==> src/rtl/multichannel_and_latch_pkg.sv <==
// Shared definitions for the multichannel AND-latch mux: the selector mode encoding.
package multichannel_and_latch_pkg;

  typedef enum logic [1:0] {
    MODE_ROTATE = 2'd0,
    MODE_HOLD   = 2'd1,
    MODE_DIRECT = 2'd2,
    MODE_RSVD   = 2'd3
  } mode_e;

endpackage

==> src/rtl/and_latch_lane.sv <==
// One lane: enabled register of a & b, plus a flag recording that it was loaded since reset.
module and_latch_lane #(
  parameter int WIDTH = 8
) (
  input  logic             clock,
  input  logic             reset_n,
  input  logic             load_en,
  input  logic [WIDTH-1:0] a_in,
  input  logic [WIDTH-1:0] b_in,
  output logic [WIDTH-1:0] lat,
  output logic             loaded
);

  logic [WIDTH-1:0] r_lat;
  logic             r_loaded;

  always_ff @(posedge clock) begin
    if (!reset_n) begin
      r_lat    <= '0;
      r_loaded <= 1'b0;
    end else if (load_en) begin
      r_lat    <= a_in & b_in;
      r_loaded <= 1'b1;
    end
  end

  assign lat    = r_lat;
  assign loaded = r_loaded;

endmodule

==> src/rtl/multichannel_and_latch_mux.sv <==
// NUM_CHANNELS AND-latch lanes feeding a registered output through a rotate/hold/direct selector.
module multichannel_and_latch_mux
  import multichannel_and_latch_pkg::*;
#(
  parameter  int NUM_CHANNELS = 4,
  parameter  int WIDTH        = 8,
  parameter  int SEL_DIV      = 1,
  localparam int SEL_W        = $clog2(NUM_CHANNELS)
) (
  input  logic                          clock,
  input  logic                          reset_n,
  input  logic [NUM_CHANNELS*WIDTH-1:0] a_in,
  input  logic [NUM_CHANNELS*WIDTH-1:0] b_in,
  input  logic [NUM_CHANNELS-1:0]       load_en,
  input  logic [1:0]                    mode,
  input  logic [SEL_W-1:0]              sel_in,
  output logic [WIDTH-1:0]              out,
  output logic [SEL_W-1:0]              out_sel,
  output logic                          out_valid,
  output logic                          wrap
);

  localparam int                DIV_W     = (SEL_DIV > 1) ? $clog2(SEL_DIV) : 1;
  localparam logic [DIV_W-1:0]  DIV_LAST  = DIV_W'(SEL_DIV - 1);
  localparam logic [SEL_W-1:0]  SEL_LAST  = SEL_W'(NUM_CHANNELS - 1);
  localparam logic [SEL_W:0]    SEL_LIMIT = (SEL_W + 1)'(NUM_CHANNELS);

  logic [WIDTH-1:0]        w_lat [NUM_CHANNELS];
  logic [NUM_CHANNELS-1:0] w_loaded;
  logic [WIDTH-1:0]        w_sel_lat;
  logic                    w_sel_loaded;
  mode_e                   w_mode;
  logic [SEL_W-1:0]        w_sel_d;
  logic [DIV_W-1:0]        w_div_d;
  logic                    w_wrap_d;

  logic [SEL_W-1:0]        r_sel_q;
  logic [DIV_W-1:0]        r_div_q;
  logic [WIDTH-1:0]        r_out;
  logic [SEL_W-1:0]        r_out_sel;
  logic                    r_out_valid;
  logic                    r_wrap;

  for (genvar i = 0; i < NUM_CHANNELS; i++) begin : g_lane
    and_latch_lane #(.WIDTH(WIDTH)) u_lane (
      .clock   (clock),
      .reset_n (reset_n),
      .load_en (load_en[i]),
      .a_in    (a_in[i*WIDTH +: WIDTH]),
      .b_in    (b_in[i*WIDTH +: WIDTH]),
      .lat     (w_lat[i]),
      .loaded  (w_loaded[i])
    );
  end

  // Compare-based mux so a non-power-of-two lane count never indexes past the array.
  always_comb begin
    w_sel_lat    = '0;
    w_sel_loaded = 1'b0;
    for (int i = 0; i < NUM_CHANNELS; i++) begin
      if (r_sel_q == SEL_W'(i)) begin
        w_sel_lat    = w_lat[i];
        w_sel_loaded = w_loaded[i];
      end
    end
  end

  assign w_mode = mode_e'(mode);

  always_comb begin
    w_sel_d  = r_sel_q;
    w_div_d  = r_div_q;
    w_wrap_d = 1'b0;
    case (w_mode)
      MODE_ROTATE: begin
        if (r_div_q == DIV_LAST) begin
          w_div_d = '0;
          if (r_sel_q == SEL_LAST) begin
            w_sel_d  = '0;
            w_wrap_d = 1'b1;
          end else begin
            w_sel_d = r_sel_q + SEL_W'(1);
          end
        end else begin
          w_div_d = r_div_q + DIV_W'(1);
        end
      end
      MODE_DIRECT: begin
        w_div_d = '0;
        // Out-of-range indices are dropped rather than clamped.
        if ({1'b0, sel_in} < SEL_LIMIT) w_sel_d = sel_in;
      end
      default: begin
      end
    endcase
  end

  always_ff @(posedge clock) begin
    if (!reset_n) begin
      r_sel_q     <= '0;
      r_div_q     <= '0;
      r_out       <= '0;
      r_out_sel   <= '0;
      r_out_valid <= 1'b0;
      r_wrap      <= 1'b0;
    end else begin
      r_sel_q     <= w_sel_d;
      r_div_q     <= w_div_d;
      r_out       <= w_sel_lat;
      r_out_sel   <= r_sel_q;
      r_out_valid <= w_sel_loaded;
      r_wrap      <= w_wrap_d;
    end
  end

  assign out       = r_out;
  assign out_sel   = r_out_sel;
  assign out_valid = r_out_valid;
  assign wrap      = r_wrap;

endmodule
==> config.mk <==
export PLATFORM = sky130hd
export DESIGN_NAME = multichannel_and_latch_mux
export DESIGN_NICKNAME = d
export VERILOG_FILES = /design/src/rtl/multichannel_and_latch_pkg.sv /design/src/rtl/and_latch_lane.sv /design/src/rtl/multichannel_and_latch_mux.sv
export SDC_FILE = /design/constraint.sdc
export NUM_CORES = 1
export LEC_CHECK = 0
export ABC_AREA = 1
export ABC_CLOCK_PERIOD_IN_PS = 1900
export CAP_MARGIN = 20
export CORE_MARGIN = 4
export CORE_UTILIZATION = 25
export CTS_BUF_LIST = sky130_fd_sc_hd__clkbuf_8 sky130_fd_sc_hd__clkbuf_16
export DETAILED_ROUTE_END_ITERATION = 7
export SLEW_MARGIN = 20
export SYNTH_ARGS = -nofsm -noshare
export SYNTH_HDL_FRONTEND = slang
export SYNTH_HIERARCHICAL = 1
export SYNTH_SLANG_ARGS = --single-unit
export TNS_END_PERCENT = 5
==> constraint.sdc <==
create_clock -name clock -period 1.9 [get_ports clock]
set_clock_uncertainty 0.15 [all_clocks]
set_input_delay 0.285 -clock clock [delete_from_list [all_inputs] [get_ports clock]]
set_output_delay 0.285 -clock clock [all_outputs]
set_load 0.1 [all_outputs]
pinout.png
Pins as bars across the die edge, other pins in gray.
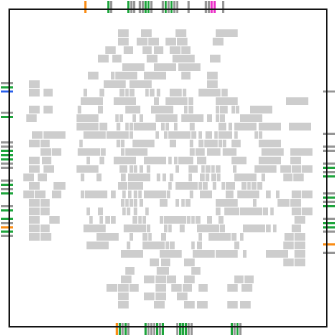
b_in: in green, pins 32, direction input, edge 10 bottom, 10 left, 6 right, 6 top. sel_in: in magenta, pins 2, direction input, edge top. clock: in blue, pins 1, direction input, edge left. load_en: in orange, pins 4, direction input, edge 1 bottom, 1 right, 1 left, 1 top.
All pins by edge: 23 left, 23 top, 22 bottom, 18 right.

ff_map.png
Other sequential cells in the stronger gray, the rest of the logic in the fainter gray.
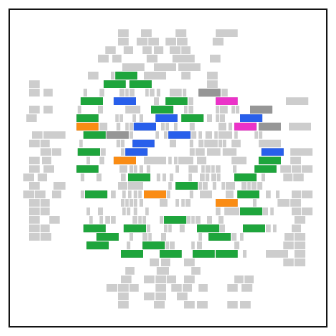
out: in blue, placed flops 8. r_sel_q: in magenta, placed flops 2. g_lane.u_lane/loaded: in orange, placed flops 4. g_lane.u_lane/lat: in green, placed flops 32.
Another 4 sequential cells are not colored.

clock_wires.png
The bar under the picture is 20 µm long.
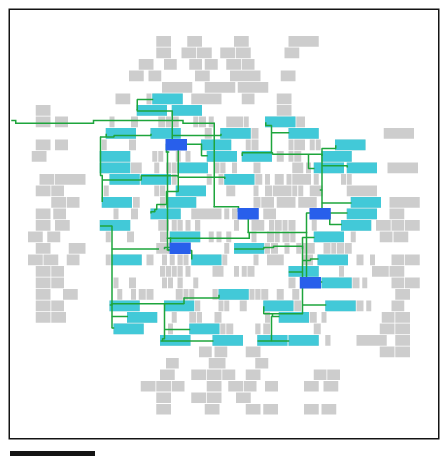
clock-net drivers: in blue, count 5. clock wires: in green, length 561 µm. flip-flops: in cyan, count 50.
There are 6 routed clock nets.

clock_nets.png
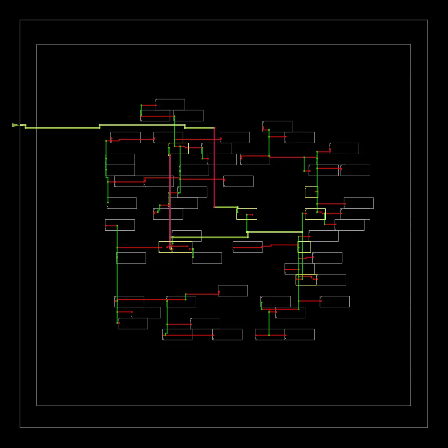
Clock Sinks: 50
P_clk: 645 µW

==> out/metrics.csv <==
stage;metric;value;unit
yosys;common_cells;50 x dfxtp_1, 47 x nor2_1, 46 x nand2_1, 34 x a21oi_2, 34 x o21ai_0;
worst_setup_path;worst-r2r-cell-count;6;
yosys;ys_seq_share;46.0;%
power;maxPowerGroup;registers;
yosys;ys_types;20;
worst_setup_path;startpoint_type;register;
final_layout;n_fill_cell;861;
final_layout;diodes;0;
grt;busiest_layer;met2;
power;switchingPower;741;µW
final_layout;clk_share;2.87;%
clock_tree;path_clk_slew;0.10;ns
grt;antenna_found_initial;0;
placement;pre_cts_ws;0.270;ns
final_layout;layout.nonclk_buf_share;29.9;%
final_layout;flops;50;
run_status;status;complete, no violations;
grt;grt_first_pass_wirelength;8780;µm
timing;fin_ws;0.340;ns
yosys;syn_area;2170;µm²
grt;grt_util_met3;3.10;%
power;ir_worst_vdd;294;µV
final_layout;drive_above_1_share;18.2;%
yosys;edf_count;0;
die;die_y;101;µm
yosys;top_area_cell;dfxtp_1;
final_layout;layout.area.comb;1010;µm²
worst_setup_path;slowest_stage;dfxtp_1;
die;nWellTaps;105;
yosys;synth.most_common_cell;dfxtp_1;
routing;dr.pass1.iters;4;
worst_setup_path;crit_buf_inv;1;
final_layout;stdcell_area;3320;µm²
final_layout;area_growth;52.5;%
power;p_per_area;729;nW/µm²
die;rows;33;
yosys;ys_top_logic_family;AND-OR/OR-AND gates;
worst_setup_path;endpoint_kind;register;
yosys;ys_sh_xor;0;%
clock_tree;cts_root_buf;clkbuf_8;
timing;tightest_slew;0.468;ns
power;pwr-share-seq;48.1;%
timing;fin_hold_ws;0.309;ns
power;power.share.clock;26.7;%
power;power;2420;µW
routing;postRouteAntennaNets;0;
final_layout;sh_seq_area;30.2;%
power;p_seq;1160;µW
yosys;topCellsByArea;dfxtp_1 46%, a21oi_2 14%, nor2_1 8.1%;
die;die_area;10300;µm²
routing;drtIter0Drc;48;
timing;slew_headroom;68.7;%
worst_setup_path;cp_cell_sequence;inv_1 -> ha_1 -> a21oi_1 -> nand2_1 -> nand2_1 -> nand2_1;
placement;dp_hpwl;4410;µm
timing;finalSetupTns;0;ns
timing;fin_crit_sh;82.1;%
timing;grt_setup_unrepaired;false;
yosys;async_flop_share;0;%
worst_setup_path;reg2reg_from;r_sel_q[0];
placement;placedCellCount;444;
routing;wire_per_inst;12.3;µm
routing;viasPerCell;4.31;
final_layout;num-multi-input-gates;188;
routing;met2_length;2750;µm
final_layout;num-nonclk-inverters;15;
routing;drcViolationCount;0;
min_path;hold_path_depth;2;
yosys;syn-num-nets;338;
routing;vias;1947;
clock_tree;cts_buffer_depth;2;
power;p_sw_share;30.7;%
worst_setup_path;crit_fanout;10;
final_layout;nClkBuffers;5;
grt;grt_pass1_vias;1962;
yosys;ys_sh_adder;2.30;%
==> cells by family after synthesis <==
group                      Yosys count
buffers and inverters               22
DFF                                 50
adders and majority gates            4
AOI/OAI and AO/OA                   83
and+or+nand+nor                    101
==> placed cells by master (no fill, tap or decap), types with 3 or more instances in the layout <==
master | Yosys | routed
clkdlybuf4s50_1 | 0 | 73
dfxtp_1 | 50 | 50
nor2_1 | 47 | 47
nand2_1 | 46 | 46
o21ai_0 | 34 | 34
a21oi_2 | 34 | 34
buf_12 | 0 | 13
inv_1 | 9 | 9
a21oi_1 | 9 | 9
clkbuf_8 | 0 | 5
ha_1 | 4 | 4
inv_8 | 4 | 4
o21a_1 | 4 | 4
nand3_1 | 3 | 3
inv_6 | 1 | 3
Power and IR drop assume default switching activity.
